run_1/congestion_map.png
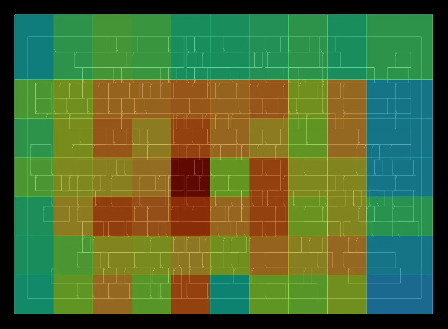
run_1/sizing.png
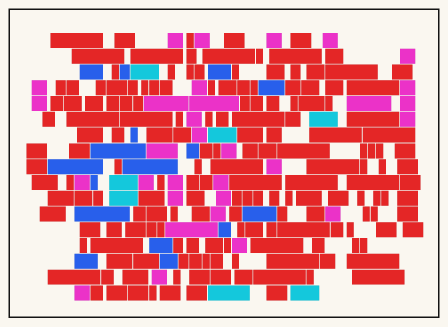
run_1/port_trees.png
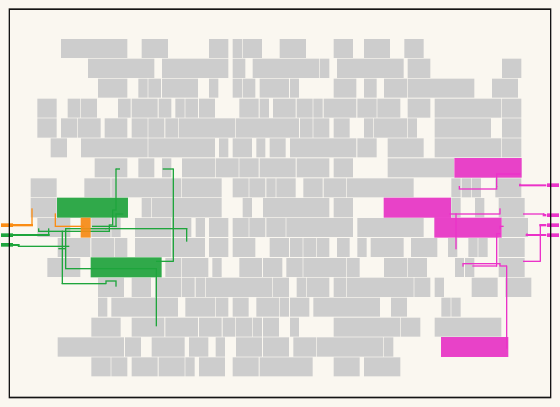
**src/rtl/debug_halt_ctrl.sv**
```systemverilog
// rtl/debug_halt_ctrl.sv - debug responder: halt cause capture, host command handling, unhalt/halt_req drive
module debug_halt_ctrl #(
    parameter int COUNT_W        = 16,
    parameter int RESUME_TIMEOUT = 8
) (
    input  logic               clk,
    input  logic               reset_n,
    input  logic               halted,
    input  logic [2:0]         halt_cause,
    input  logic               retire,
    output logic               unhalt,
    output logic               halt_req,
    input  logic               cmd_valid,
    output logic               cmd_ready,
    input  logic [1:0]         cmd_op,
    output logic               rsp_valid,
    input  logic               rsp_ready,
    output logic [3:0]         rsp_cause,
    output logic               rsp_err,
    output logic [COUNT_W-1:0] rsp_count,
    output logic [1:0]         state
);

    typedef enum logic [1:0] {
        ST_RUN       = 2'b00,
        ST_HALTED    = 2'b01,
        ST_RESUMING  = 2'b10,
        ST_STEPPING  = 2'b11
    } state_t;

    localparam logic [1:0] OP_NOP    = 2'b00;
    localparam logic [1:0] OP_RESUME = 2'b01;
    localparam logic [1:0] OP_STEP   = 2'b10;
    localparam logic [1:0] OP_HALT   = 2'b11;

    localparam int TMO_W = $clog2(RESUME_TIMEOUT + 1);
    // Timeout fires on the RESUME_TIMEOUT-th RESUMING cycle that still sees halted.
    localparam logic [TMO_W-1:0] TMO_LAST = TMO_W'(RESUME_TIMEOUT - 1);

    state_t               state_q, state_d;
    logic                 unhalt_q, unhalt_d;
    logic                 halt_req_q, halt_req_d;
    logic                 rsp_valid_q, rsp_valid_d;
    logic [3:0]           rsp_cause_q, rsp_cause_d;
    logic                 rsp_err_q, rsp_err_d;
    logic [COUNT_W-1:0]   rsp_count_q, rsp_count_d;
    logic                 step_q, step_d;
    logic [TMO_W-1:0]     tmo_q, tmo_d;

    logic                 cmd_ready_c;
    logic                 cmd_fire;
    logic                 capture;

    assign cmd_ready_c = ((state_q == ST_RUN) && !halt_req_q) ||
                         ((state_q == ST_HALTED) && !rsp_valid_q);
    assign cmd_fire    = cmd_valid && cmd_ready_c;
    assign capture     = halted && ((state_q == ST_RUN) || (state_q == ST_STEPPING));

    always_comb begin
        state_d     = state_q;
        unhalt_d    = 1'b0;
        halt_req_d  = halt_req_q;
        rsp_valid_d = rsp_valid_q;
        rsp_cause_d = rsp_cause_q;
        rsp_err_d   = rsp_err_q;
        rsp_count_d = rsp_count_q;
        step_d      = step_q;
        tmo_d       = tmo_q;

        if (rsp_valid_q && rsp_ready) begin
            rsp_valid_d = 1'b0;
        end

        case (state_q)
            ST_RUN: begin
                // A HALT landing in the same cycle as a real halt is absorbed by the capture.
                if (!halted && cmd_fire && (cmd_op == OP_HALT)) begin
                    halt_req_d = 1'b1;
                end
            end
            ST_HALTED: begin
                if (cmd_fire && ((cmd_op == OP_RESUME) || (cmd_op == OP_STEP))) begin
                    unhalt_d = 1'b1;
                    state_d  = ST_RESUMING;
                    step_d   = (cmd_op == OP_STEP);
                    tmo_d    = '0;
                end
            end
            ST_RESUMING: begin
                if (!halted) begin
                    state_d = step_q ? ST_STEPPING : ST_RUN;
                end else if (tmo_q == TMO_LAST) begin
                    state_d     = ST_HALTED;
                    rsp_valid_d = 1'b1;
                    rsp_err_d   = 1'b1;
                end else begin
                    tmo_d = tmo_q + TMO_W'(1);
                end
            end
            ST_STEPPING: begin
                if (!halted && retire && !halt_req_q) begin
                    halt_req_d = 1'b1;
                end
            end
            default: state_d = ST_RUN;
        endcase

        if (capture) begin
            rsp_cause_d = {halt_req_q, halt_cause};
            rsp_err_d   = 1'b0;
            rsp_valid_d = 1'b1;
            halt_req_d  = 1'b0;
            state_d     = ST_HALTED;
            if (!(&rsp_count_q)) begin
                rsp_count_d = rsp_count_q + COUNT_W'(1);
            end
        end
    end

    always_ff @(posedge clk or negedge reset_n) begin
        if (!reset_n) begin
            state_q     <= ST_RUN;
            unhalt_q    <= 1'b0;
            halt_req_q  <= 1'b0;
            rsp_valid_q <= 1'b0;
            rsp_cause_q <= '0;
            rsp_err_q   <= 1'b0;
            rsp_count_q <= '0;
            step_q      <= 1'b0;
            tmo_q       <= '0;
        end else begin
            state_q     <= state_d;
            unhalt_q    <= unhalt_d;
            halt_req_q  <= halt_req_d;
            rsp_valid_q <= rsp_valid_d;
            rsp_cause_q <= rsp_cause_d;
            rsp_err_q   <= rsp_err_d;
            rsp_count_q <= rsp_count_d;
            step_q      <= step_d;
            tmo_q       <= tmo_d;
        end
    end

    assign unhalt    = unhalt_q;
    assign halt_req  = halt_req_q;
    assign cmd_ready = cmd_ready_c;
    assign rsp_valid = rsp_valid_q;
    assign rsp_cause = rsp_cause_q;
    assign rsp_err   = rsp_err_q;
    assign rsp_count = rsp_count_q;
    assign state     = state_q;

endmodule

```
**config.mk**
```make
export PLATFORM = sky130hd
export DESIGN_NAME = debug_halt_ctrl
export DESIGN_NICKNAME = d
export VERILOG_FILES = /design/src/rtl/debug_halt_ctrl.sv
export SDC_FILE = /design/constraint.sdc
export NUM_CORES = 1
export LEC_CHECK = 0
export CAP_MARGIN = 25
export CORE_ASPECT_RATIO = 0.7
export CORE_MARGIN = 2
export CORE_UTILIZATION = 50
export DETAILED_ROUTE_END_ITERATION = 8
export GPL_ROUTABILITY_DRIVEN = 0
export HOLD_SLACK_MARGIN = 0.15
export PLACE_DENSITY = 0.89
export SYNTH_ARGS = -nofsm -noshare
export SYNTH_HDL_FRONTEND = slang
export SYNTH_SLANG_ARGS = --single-unit
```
**constraint.sdc**
```tcl
create_clock -name clk -period 2 [get_ports clk]
set_input_delay 0.4 -clock clk [delete_from_list [all_inputs] [get_ports clk]]
set_output_delay 0.4 -clock clk [all_outputs]
set_load 0.05 [all_outputs]
```
==> impl_metrics.ini, run 1 <==
; physical design summary
[critical_path]
cp_top_family = buffers and inverters
critPathRequiredTime_ps = 2170
worstPathArrival_ps = 2090
reg2reg_depth = 6
crit_chain = clkdlybuf4s50_1 > inv_1 > ha_1 > nor2b_2 > buf_4 > o2bb2ai_1 > or2_2 > a22o_1
r2r-end = rsp_count[13]
regToRegSetupSlack_ps = 170
critPathMaxStageDelay_ps = 470
crit_path_end = tmo_q[3]
cp-start-kind = input port
r2r-start = state[1]

[power]
p_comb_share_pct = 57.0
seq_power_share_pct = 28.5
comb-power_mw = 1.97
switchingPower_mw = 1.572
ir_worst_vdd_mv = 1.305
power_leader = combinational cells
power.total_mw = 3.450
p_int_mw = 1.878

[outcome]
status = finished, final reports clean

[routing]
dr_wl_met3_um = 276
drc = 0
drt_iter0_drc = 69
wl_met2_um = 1695
wl_met1_um = 1974
vias = 1464
vias_per_cell = 5.363
ant_nets = 0

[job]
warning_count = 32
cap_violations = 0

[finish]
signal_buffers = 53
layout_top_cell = dfrtp_1
seq_share_pct = 33.19
diodes = 0
comb-cell-share_pct = 38.78
logic_area_um2 = 912.1
layout_top_cells = dfrtp_1, nand2_1, buf_4
drive_above_1_share_pct = 23.89
regArea_um2 = 780.7
largest_reg_flops = 16
postLayoutCellArea_um2 = 2352
clock_buffers = 6
ff_count = 31
logic_gates = 127
clk_share_pct = 3.723

[place]
dp_hpwl_um = 2786
place_area_um2 = 2218
dp_cells = 265
pre_cts_slack_ps = -344.4

[logic_synthesis]
synth.top_cells.by_area = dfrtp_1, ha_1, nand2_1
yosysWarnings = 0
syn_area_um2 = 1704
yosysMostFrequentCell = dfrtp_1
synthTopCellsByCount = dfrtp_1, nand2_1, nor2_1
top_logic_kind = simple AND/OR/NAND/NOR gates
yosysCellCount = 170
mux_area_share_pct = 2.863
syn_inst = 170
compound_area_share_pct = 13.51
ys_seq_share_pct = 45.52
fa_ha_area_share_pct = 6.608
synth_cell_types = 43
top_cell_area_share_pct = 45.52
synthArstFlopShare_pct = 100.0

[grt]
grt_max_degree = 32
grt_pass1_wl_um = 6417
grt_busiest_layer = met1
antenna_found_initial = 0

[die]
die_y_um = 52.85
fp_util_pct = 53.06
nWellTaps = 47

[sta]
finalClockPeriodUsage_pct = 95.95
drv_slew = 0
final.setup.tns_ps = 0
fmax_ghz = 0.5211
setup_viol = 0
relSlewSlack_pct = 64.90

[min_path]
hold_start = rsp_cause[1]
worstHoldPathCells = 2

[clock_tree]
tritoncts = built
clkSinkCount = 31
clk_pin_slew_ps = 70
numCtsBuffers = 5
-- congestion_map.png (at the start) --
wire per inst: 14.73 um
M3 GR Usage: 4.615%

-- sizing.png (at the start) --
Cyan shows x6 and larger, cells 7, share 3.1%, most used clkbuf_8. Magenta shows x3 and x4, cells 31, share 14%, most used buf_4. Red shows x1 and smaller, cells 172, share 76%, most used dfrtp_1. Blue shows x2, cells 16, share 7.1%, most used dfrtp_2.

-- port_trees.png (at the start) --
Magenta shows `rsp_cause`, bits 4, direction output, edge right, end cells 4, buffers 4, wire 67.2 um. Green shows `state`, bits 2, direction output, edge left, end cells 2, buffers 4, wire 116 um. Orange shows `retire`, bits 1, direction input, edge left, end cells 1, buffers 1, wire 10.3 um.
Port Buffers: 37
I/O pin cnt: 38

run_1/class_map.png
Bar = 20 um.
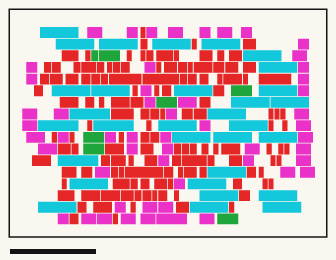

--- run 2 (diff from run 1) ---
--- a/config.mk
+++ b/config.mk
@@ -8,11 +8,12 @@
 export CAP_MARGIN = 25
 export CORE_ASPECT_RATIO = 0.7
 export CORE_MARGIN = 2
-export CORE_UTILIZATION = 50
+export CORE_UTILIZATION = 52
+export CTS_BUF_LIST = sky130_fd_sc_hd__clkbuf_4
 export DETAILED_ROUTE_END_ITERATION = 8
 export GPL_ROUTABILITY_DRIVEN = 0
 export HOLD_SLACK_MARGIN = 0.15
-export PLACE_DENSITY = 0.89
+export PLACE_DENSITY = 0.92
 export SYNTH_ARGS = -nofsm -noshare
 export SYNTH_HDL_FRONTEND = slang
 export SYNTH_SLANG_ARGS = --single-unit
run_2/class_map.png
Bar = 20 um.
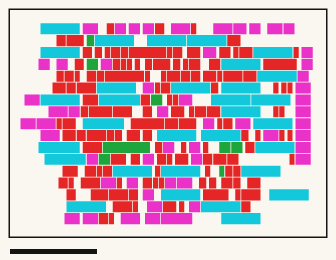
Red shows remaining logic cells, cells 135, share of their area 41%. Magenta shows remaining buffers and delay cells, cells 53, share of their area 21%. Green shows clock drivers and dummy loads, cells 8, share of their area 3.3%. Cyan shows registers, cells 31, share of their area 34%.
Core ar.: 3148 um^2
Row Count: 17

==> run 2 against run 1 <==
Design area fell by 0.69%. Flip-flop count did not move. Non-clock buffer count did not move. Combinational power barely moved. First-iteration DRC count rose by 78%. Cell count fell by 2.9%. Sequential share of layout area rose by 0.23 points. Highest routed layer unchanged. Clock skew rose by 2.6 ps. Synthesized cell count did not move. Count of clock-buffer cells in the layout fell by 1. Wire length rose by 8.5%. Worst hold slack got worse by 27 ps. Largest cell class unchanged. Critical endpoint unchanged.
==> impl_metrics.ini, run 2 <==
; physical design summary
[critical_path]
cp-start-kind = input port
cp_top_family = buffers and inverters
r2r-end = rsp_count[15]
r2r-start = state[1]
critPathMaxStageDelay_ps = 480
worstPathArrival_ps = 2210
critPathRequiredTime_ps = 2230
regToRegSetupSlack_ps = 70
reg2reg_depth = 6
crit_path_end = tmo_q[3]

[finish]
syn_to_final_growth_pct = 37.08
drive_above_1_share_pct = 22.03
postLayoutCellArea_um2 = 2336
logic_gates = 127
ff_count = 31
signal_buffers = 53
comb-cell-share_pct = 38.73
layout_top_cell = dfrtp_1
largest_reg_flops = 16
diodes = 0
seq_share_pct = 33.42
clk_share_pct = 3.267
regArea_um2 = 780.7
layout_top_cells = dfrtp_1, nand2_1, buf_4
clock_buffers = 5
logic_area_um2 = 904.6

[clock_tree]
clk_pin_slew_ps = 100
numCtsBuffers = 5
tritoncts = built
post_cts_buffers = 0
clkSinkCount = 31
root_buffer = clkbuf_4

[place]
pre_cts_slack_ps = -356.0
dp_hpwl_um = 2843
dp_cells = 254
place_area_um2 = 2197

[routing]
ant_nets = 0
vias_per_cell = 5.740
dr_wl_met3_um = 243
drt_wl_total_um = 4363
wl_met1_um = 1975
wl_per_cell_um = 16.46
drc = 0
drt_iter0_drc = 123
vias = 1521
wl_met2_um = 2135

[logic_synthesis]
mux_area_share_pct = 2.863
compound_area_share_pct = 13.51
synth.top_cells.by_area = dfrtp_1, ha_1, nand2_1
syn_inst = 170
synthTopCellsByCount = dfrtp_1, nand2_1, nor2_1
synthArstFlopShare_pct = 100.0
yosysMostFrequentCell = dfrtp_1
top_logic_kind = simple AND/OR/NAND/NOR gates
yosysCellCount = 170
fa_ha_area_share_pct = 6.608
synth_cell_types = 43
ys.flop_type = dfrtp_1
ys_seq_share_pct = 45.52

[sta]
finalClockPeriodUsage_pct = 99.31
setup_viol = 0
fmax_ghz = 0.5035
relSlewSlack_pct = 65.82
drv_slew = 0

[power]
power_leader = combinational cells
comb-power_mw = 1.96
power.total_mw = 3.440
p_comb_share_pct = 56.9
switchingPower_mw = 1.591
ir_worst_vdd_mv = 1.087
p_int_mw = 1.848

[grt]
grt_max_degree = 32
grt_busiest_layer = met2
antenna_found_initial = 0
grt_util_met3_pct = 6.395
grt_pass1_wl_um = 6817

[die]
fp_util_pct = 54.13
die_y_um = 51.90
io_pins = 38
nWellTaps = 38

[job]
warning_count = 33

[outcome]
status = finished, final reports clean
run_2/sizing.png
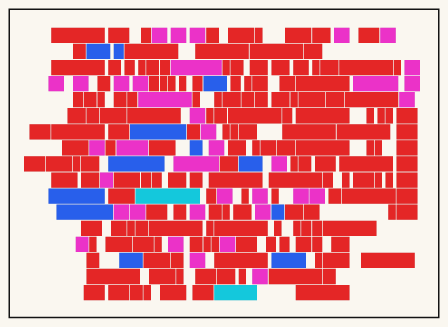
Magenta shows x3 and x4, cells 36, share 16%, most used buf_4. Blue shows x2, cells 12, share 5.3%, most used dfrtp_2. Red shows x1 and smaller, cells 177, share 78%, most used dfrtp_1. Cyan shows x6 and larger, cells 2, share 0.88%.

run_2/congestion_map.png
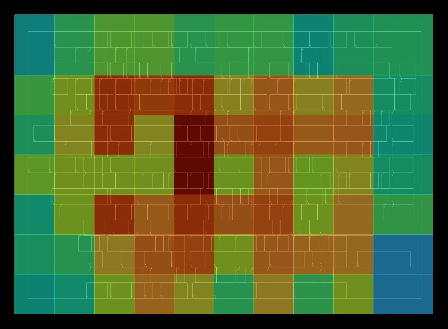

--- run 3 (diff from run 2) ---
--- a/config.mk
+++ b/config.mk
@@ -5,9 +5,10 @@
 export SDC_FILE = /design/constraint.sdc
 export NUM_CORES = 1
 export LEC_CHECK = 0
+export ABC_AREA = 0
 export CAP_MARGIN = 25
 export CORE_ASPECT_RATIO = 0.7
-export CORE_MARGIN = 2
+export CORE_MARGIN = 8
 export CORE_UTILIZATION = 52
 export CTS_BUF_LIST = sky130_fd_sc_hd__clkbuf_4
 export DETAILED_ROUTE_END_ITERATION = 8
run_3/congestion_map.png
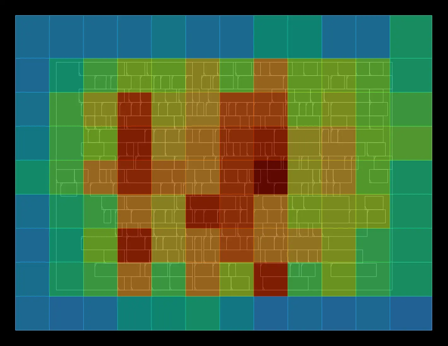
GR Layer Usage met1: 20.66%
Top Usage Layer GRT: met2
fin util: 73.17%

run_3/sizing.png
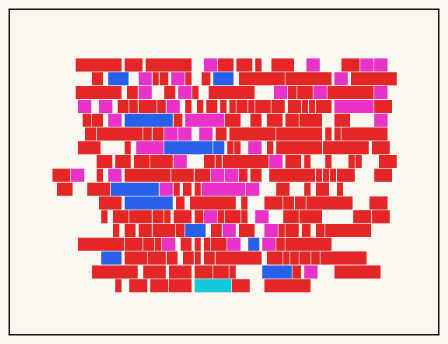
Red shows x1 and smaller, cells 176, share 77%, most used dfrtp_1. Magenta shows x3 and x4, cells 41, share 18%, most used buf_4. Blue shows x2, cells 11, share 4.8%, most used dfrtp_2. Cyan shows x6 and larger, cells 1, share 0.44%, most used buf_12.

==> run 3 against run 2 <==
Synthesized cell count unchanged. Count of clock-buffer cells in the layout up 2. Critical path depth down 1. Cell count up 0.75%. Total power down 5.2%. Largest power group unchanged. Non-clock buffer count up 3. Clock skew up 8.7 ps. Sequential share of layout area up 0.47 points. Flip-flop count unchanged.
==> impl_metrics.ini, run 3 <==
; physical design summary
[sta]
fmax_ghz = 0.5077
drv_slew = 0

[logic_synthesis]
yosysMostFrequentCell = dfrtp_1
ys.flop_type = dfrtp_1
mux_area_share_pct = 2.863
ys_seq_share_pct = 45.52
synth.top_cells.by_area = dfrtp_1, ha_1, nand2_1
synthArstFlopShare_pct = 100.0
yosysCellCount = 170

[finish]
ff_count = 31
seq_share_pct = 33.89
drive_above_1_share_pct = 23.14
postLayoutCellArea_um2 = 2303
syn_to_final_growth_pct = 35.17
signal_buffers = 56
layout_top_cell = buf_4
regArea_um2 = 780.7

[place]
dp_cells = 257
place_area_um2 = 2212

[die]
die_y_um = 63.90
fp_util_pct = 54.13
core_um2 = 3148

[routing]
vias = 1504
dr_wl_met3_um = 289
drt_iter0_drc = 62
ant_nets = 0
wl_met2_um = 1905
drc = 0
wl_per_cell_um = 16.23

[critical_path]
crit_path_end = rsp_count[9]
worstPathArrival_ps = 2230
r2r-start = state[0]

[power]
ir_worst_vdd_mv = 0.8790
comb-power_mw = 1.90

[clock_tree]
root_buffer = clkbuf_4
post_cts_buffers = 0
tritoncts = built
clkSinkCount = 31

[outcome]
status = finished, final reports clean

[grt]
antenna_found_initial = 0

==> layout pictures side by side <==
Wiring heat map.
picture 1
Bar = 20 um. 15 x 11 tiles, from dark purple (low) to yellow (high), scaled to the fullest tile. Values are wire area over tile area, all layers added.
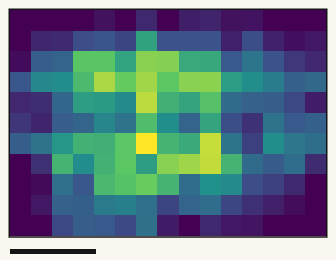
picture 2
Bar = 20 um. 17 x 13 tiles, from dark purple (low) to yellow (high), scaled to the fullest tile. Values are wire area over tile area, all layers added.
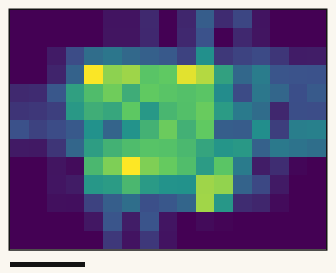
For run 1, see picture 1.
For run 3, see picture 2.
- largest die: picture 2

Power figures rest on the tool's default switching activity, not on a simulated workload.
